### config.mk
export PLATFORM = sky130hd
export DESIGN_NAME = rf_write_arbiter
export DESIGN_NICKNAME = d
export VERILOG_FILES = /design/src/rtl/rf_write_arbiter.sv
export SDC_FILE = /design/constraint.sdc
export NUM_CORES = 1
export LEC_CHECK = 0
export ABC_AREA = 1
export CAP_MARGIN = 30
export CELL_PAD_IN_SITES_DETAIL_PLACEMENT = 0
export CELL_PAD_IN_SITES_GLOBAL_PLACEMENT = 1
export CORE_MARGIN = 10
export CORE_UTILIZATION = 31
export DETAILED_ROUTE_END_ITERATION = 12
export PLACE_DENSITY = 0.82
export REMOVE_ABC_BUFFERS = 1
export SLEW_MARGIN = 10
export SYNTH_ARGS = -nofsm -noshare
export SYNTH_HDL_FRONTEND = slang
export SYNTH_SLANG_ARGS = --single-unit
### constraint.sdc
create_clock -name sysclk -period 3.1 [get_ports sysclk]
set_input_delay 0.62 -clock sysclk [delete_from_list [all_inputs] [get_ports sysclk]]
set_output_delay 0.62 -clock sysclk [all_outputs]
set_load 0.005 [all_outputs]
### src/rtl/rf_write_arbiter.sv
// Single write port arbiter for the RV32I register file: ALU writeback, buffered
// load results and debug writes share one registered write slot per cycle.
module rf_write_arbiter #(
    parameter int LD_DEPTH     = 2,
    parameter int STARVE_LIMIT = 8
) (
    input  logic        sysclk,
    input  logic        sysreset,
    input  logic        alu_valid,
    input  logic [4:0]  alu_addr,
    input  logic [31:0] alu_data,
    input  logic        ld_valid,
    output logic        ld_ready,
    input  logic [4:0]  ld_addr,
    input  logic [31:0] ld_data,
    input  logic        dbg_valid,
    output logic        dbg_ready,
    input  logic [4:0]  dbg_addr,
    input  logic [31:0] dbg_data,
    output logic        rf_we,
    output logic [4:0]  rf_rd_addr,
    output logic [31:0] rf_rd_data,
    output logic [31:0] pend_mask
);
    localparam int PW = (LD_DEPTH > 1) ? $clog2(LD_DEPTH) : 1;
    localparam int SW = $clog2(STARVE_LIMIT + 1);
    localparam logic [PW:0]   DEPTH_C = (PW + 1)'(LD_DEPTH);
    localparam logic [SW-1:0] LIMIT_C = SW'(STARVE_LIMIT);

    typedef enum logic [1:0] {SRC_NONE, SRC_ALU, SRC_DBG, SRC_FIFO} src_e;

    logic [4:0]          fifo_addr [LD_DEPTH];
    logic [31:0]         fifo_data [LD_DEPTH];
    logic [LD_DEPTH-1:0] fifo_vld;
    logic [PW-1:0]       wr_ptr, rd_ptr;
    logic [PW:0]         count;
    logic [SW-1:0]       starve_cnt;

    src_e        win;
    logic [4:0]  win_addr;
    logic [31:0] win_data;
    logic        push, pop, starve_hit;

    assign starve_hit = (starve_cnt == LIMIT_C);

    always_comb begin
        win = SRC_NONE;
        if (alu_valid && alu_addr != 5'd0)  win = SRC_ALU;
        else if (dbg_valid && starve_hit)   win = SRC_DBG;
        else if (count != '0)               win = SRC_FIFO;
        else if (dbg_valid)                 win = SRC_DBG;
    end

    always_comb begin
        win_addr = 5'd0;
        win_data = 32'd0;
        case (win)
            SRC_ALU:  begin win_addr = alu_addr;          win_data = alu_data;          end
            SRC_DBG:  begin win_addr = dbg_addr;          win_data = dbg_data;          end
            SRC_FIFO: begin win_addr = fifo_addr[rd_ptr]; win_data = fifo_data[rd_ptr]; end
            default:  ;
        endcase
    end

    // No pop bypass: a full FIFO refuses a load even in the cycle its head drains.
    assign ld_ready  = !sysreset && (count < DEPTH_C);
    assign dbg_ready = !sysreset && (win == SRC_DBG);
    // Loads to x0 complete the handshake but are never stored.
    assign push      = ld_valid && ld_ready && (ld_addr != 5'd0);
    assign pop       = (win == SRC_FIFO);

    always_ff @(posedge sysclk) begin
        if (push) begin
            fifo_addr[wr_ptr] <= ld_addr;
            fifo_data[wr_ptr] <= ld_data;
        end
    end

    always_ff @(posedge sysclk) begin
        if (sysreset) begin
            fifo_vld   <= '0;
            wr_ptr     <= '0;
            rd_ptr     <= '0;
            count      <= '0;
            starve_cnt <= '0;
            rf_we      <= 1'b0;
            rf_rd_addr <= 5'd0;
            rf_rd_data <= 32'd0;
        end else begin
            if (push) begin
                fifo_vld[wr_ptr] <= 1'b1;
                wr_ptr           <= wr_ptr + 1'b1;
            end
            if (pop) begin
                fifo_vld[rd_ptr] <= 1'b0;
                rd_ptr           <= rd_ptr + 1'b1;
            end
            case ({push, pop})
                2'b10:   count <= count + 1'b1;
                2'b01:   count <= count - 1'b1;
                default: ;
            endcase

            if (!dbg_valid || dbg_ready)  starve_cnt <= '0;
            else if (!starve_hit)         starve_cnt <= starve_cnt + 1'b1;

            // A debug grant to x0 consumes the slot but leaves address/data held.
            rf_we <= (win != SRC_NONE) && (win_addr != 5'd0);
            if (win != SRC_NONE && win_addr != 5'd0) begin
                rf_rd_addr <= win_addr;
                rf_rd_data <= win_data;
            end
        end
    end

    always_comb begin
        pend_mask = 32'd0;
        for (int i = 0; i < LD_DEPTH; i++)
            if (fifo_vld[i]) pend_mask[fifo_addr[i]] = 1'b1;
        if (rf_we) pend_mask[rf_rd_addr] = 1'b1;
        pend_mask[0] = 1'b0;
    end
endmodule

Sequential cells grouped by signal name:
Other sequential cells in the stronger grey, the rest of the logic in the fainter grey.
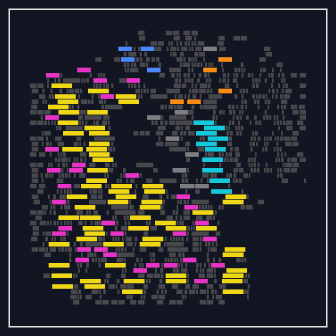
- magenta: `rf_rd_data` (sequential cells 32)
- blue: `starve_cnt` (sequential cells 4; where top centre)
- cyan: `fifo_addr` (sequential cells 10)
- orange: `rf_rd_addr` (sequential cells 5)
- yellow: `fifo_data` (sequential cells 64)
- not coloured: 8
power drawn by the sequential cells: 2030 uW
area taken by flip-flops and latches: 0.00320 sq mm
flop share of the area: 0.348

Layout detail:
Region (16, 97) to (66, 147) um. Cells in grey, sequential cells in the stronger grey; small squares are vias.
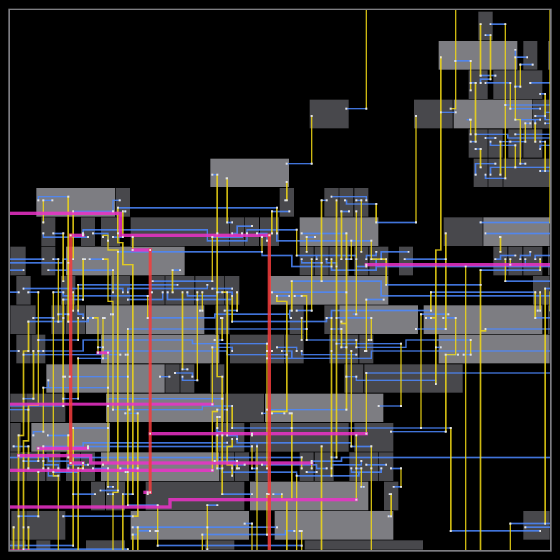
- red: M4
- blue: M1
- yellow: M2
- magenta: M3
- netlist names of flops here include: `fifo_data` (13), `rf_rd_data` (6), `starve_cnt` (2)
- most frequent: nand2_1 (24), edfxtp_1 (13)
- cells with their middle in the window: 108
- sequential cells in the window: 21

==> Implementation_results.wiki <==
== Metrics ==
{| class="wikitable"
! Metric !! Value
|-
| Total buffers and inverters traversed by the critical path || 2
|-
| Total of clock buffers placed in the layout || 20
|-
| Most common cell in the netlist || sky130_fd_sc_hd__nand2_1
|-
| List of cells traversed by the critical path || inv_1, nor3_1, nand2_1, nand3_1, clkdlybuf4s50_1
|-
| Proportion of cell area occupied by multi-input gates || 0.281
|-
| CP peak stage delay || roughly 0.52 ns
|-
| Setup fix buffers added after clock tree synthesis || 0
|-
| Buffer depth of the longest clock path || 2
|-
| Share of cells above drive strength 1 || 0.0748
|-
| Distinct lib cells || 29
|-
| Measured slew at the worst slew-check pin || ~0.75 ns
|-
| Share of synthesized area spent on multiplexers || 0
|-
| Number of port buffers || approximately 190
|-
| Logic power comb || around 1500 uW
|-
| Crit path setup slack, layout || roughly 0.25 ns
|-
| Met2 track demand over resource || 0.261
|-
| Outcome || complete, no violations
|-
| Launching point of the worst reg2reg path || starve_cnt[0]$_SDFFE_PP0P_
|-
| Final-layout fill cell count || approximately 2,000
|-
| Number of maximum-capacitance violations || 0
|-
| Setup CP Type || flop to output port
|-
| Combinational gate count || between 500 and 600
|-
| GRT met1 Usage || 0.179
|-
| Cell area after placement || roughly 0.0086 sq mm
|-
| Beginning of the worst hold path || rd_ptr$_SDFFE_PP0N_
|-
| Chip area line of the yosys report || around 0.0063 sq mm
|-
| Residual overflow from global routing || 0
|-
| Number of stages on the worst hold path || 2
|-
| Fraction of registers with async set or reset after synthesis || 0
|-
| Switch Pwr || 1610 uW
|-
| Placeable core region || approximately 0.020 sq mm
|-
| Hold violation total from the final report || 0
|-
| # Cells Yosys || ~820
|-
| Total via count after detailed routing || 5,973
|-
| Die Span X || about 160 um
|-
| Number of OpenROAD warnings || 26
|-
| Non-clock buffer count in the final layout || 210
|-
| Internal reg-to-reg setup slack || approximately 1.1 ns
|-
| Footprint of the multi-input gates || between 0.002 and 0.003 sq mm
|-
| Number of nets with antenna violations after routing || 0
|-
| Total met3 wirelength after detailed routing || roughly 1.6 mm
|-
| Period minus WS final || between 2 and 3 ns
|-
| Yosys top cell by area || sky130_fd_sc_hd__edfxtp_1
|-
| Biggest registers after layout || fifo_data x64, rf_rd_data x32, fifo_addr x10
|-
| Non-clock buffers, area share || 0.229
|-
| Wire length of the first global-routing pass || 32.0 mm
|-
| Pin count of the biggest net entering global routing || 55
|-
| Part of the cycle the worst path needs || 0.919
|-
| GRT Max-Usage Layer || met2
|-
| Number of top-level pins || ~190
|-
| Top-area cell type share of the netlist area || 0.351
|-
| Hold buffer count at CTS || 0
|-
| Pre-antenna DRT Iters || 5
|-
| Sequential group share of total power || 0.372
|-
| Count of unresolved DRC violations after routing || 0
|-
| Critical-path top delay cell || sky130_fd_sc_hd__clkdlybuf4s50_1
|-
| Ranking of synthesized cells by area || sky130_fd_sc_hd__edfxtp_1 35%, sky130_fd_sc_hd__dfxtp_1 16%, sky130_fd_sc_hd__nand2_1 15%
|-
| CTS Buf Count || 17
|-
| Power per cell area || approximately 590 mW/mm^2
|-
| Post-route design area || around 0.009 sq mm
|-
| Maximum fanout along the worst path || 7
|-
| Mean cell area of the mapped netlist || between 7 and 8 sq um
|-
| Simple-Gate Area Share || 0.343
|-
| Reg2Reg Capture Point || rf_rd_data[0]$_SDFFE_PP0P_
|-
| Resize count post-CTS || 0
|-
| Clock latency on the worst-skew pair || slightly above 0.4 ns
|-
| TritonCTS clock tree || done
|-
| Wire length the detailed router placed on met1 || around 8.6 mm
|-
| Critical path origin || rf_rd_addr[4]$_SDFFE_PP0P_
|-
| Finished Core Util || 0.456
|-
| Most used flip-flop cell after synthesis || sky130_fd_sc_hd__edfxtp_1
|-
| Largest Register || fifo_data
|-
| Relative max-transition margin || 0.503
|-
| Top post-synthesis cells by count || 251 x sky130_fd_sc_hd__nand2_1, 109 x sky130_fd_sc_hd__nand3_1, 94 x sky130_fd_sc_hd__inv_1
|-
| Number of placed instances with taps included || around 1,300
|-
| Via count of the first global-routing pass || roughly 5,800
|-
| Power attributed to the clock group || just under 2000 uW
|-
| Fmax achieved || approximately 0.35 GHz
|-
| DRT Wirelength || 20.7 mm
|-
| Max Used Layer || met5
|-
| Setup repair after global routing missed its margin || no
|-
| Max power group || registers
|-
| Worst-case clock skew || 0.0104 ns
|-
| Register bit count reported by yosys || around 120
|-
| Complex-gate fraction of the synthesized area || 0.0544
|-
| Cell-internal power || ~3800 uW
|-
| Pre-Place Util || 0.314
|-
| Clock tree sinks || between 100 and 150
|}
No activity file was given, so power comes from the tool's default toggle rates.
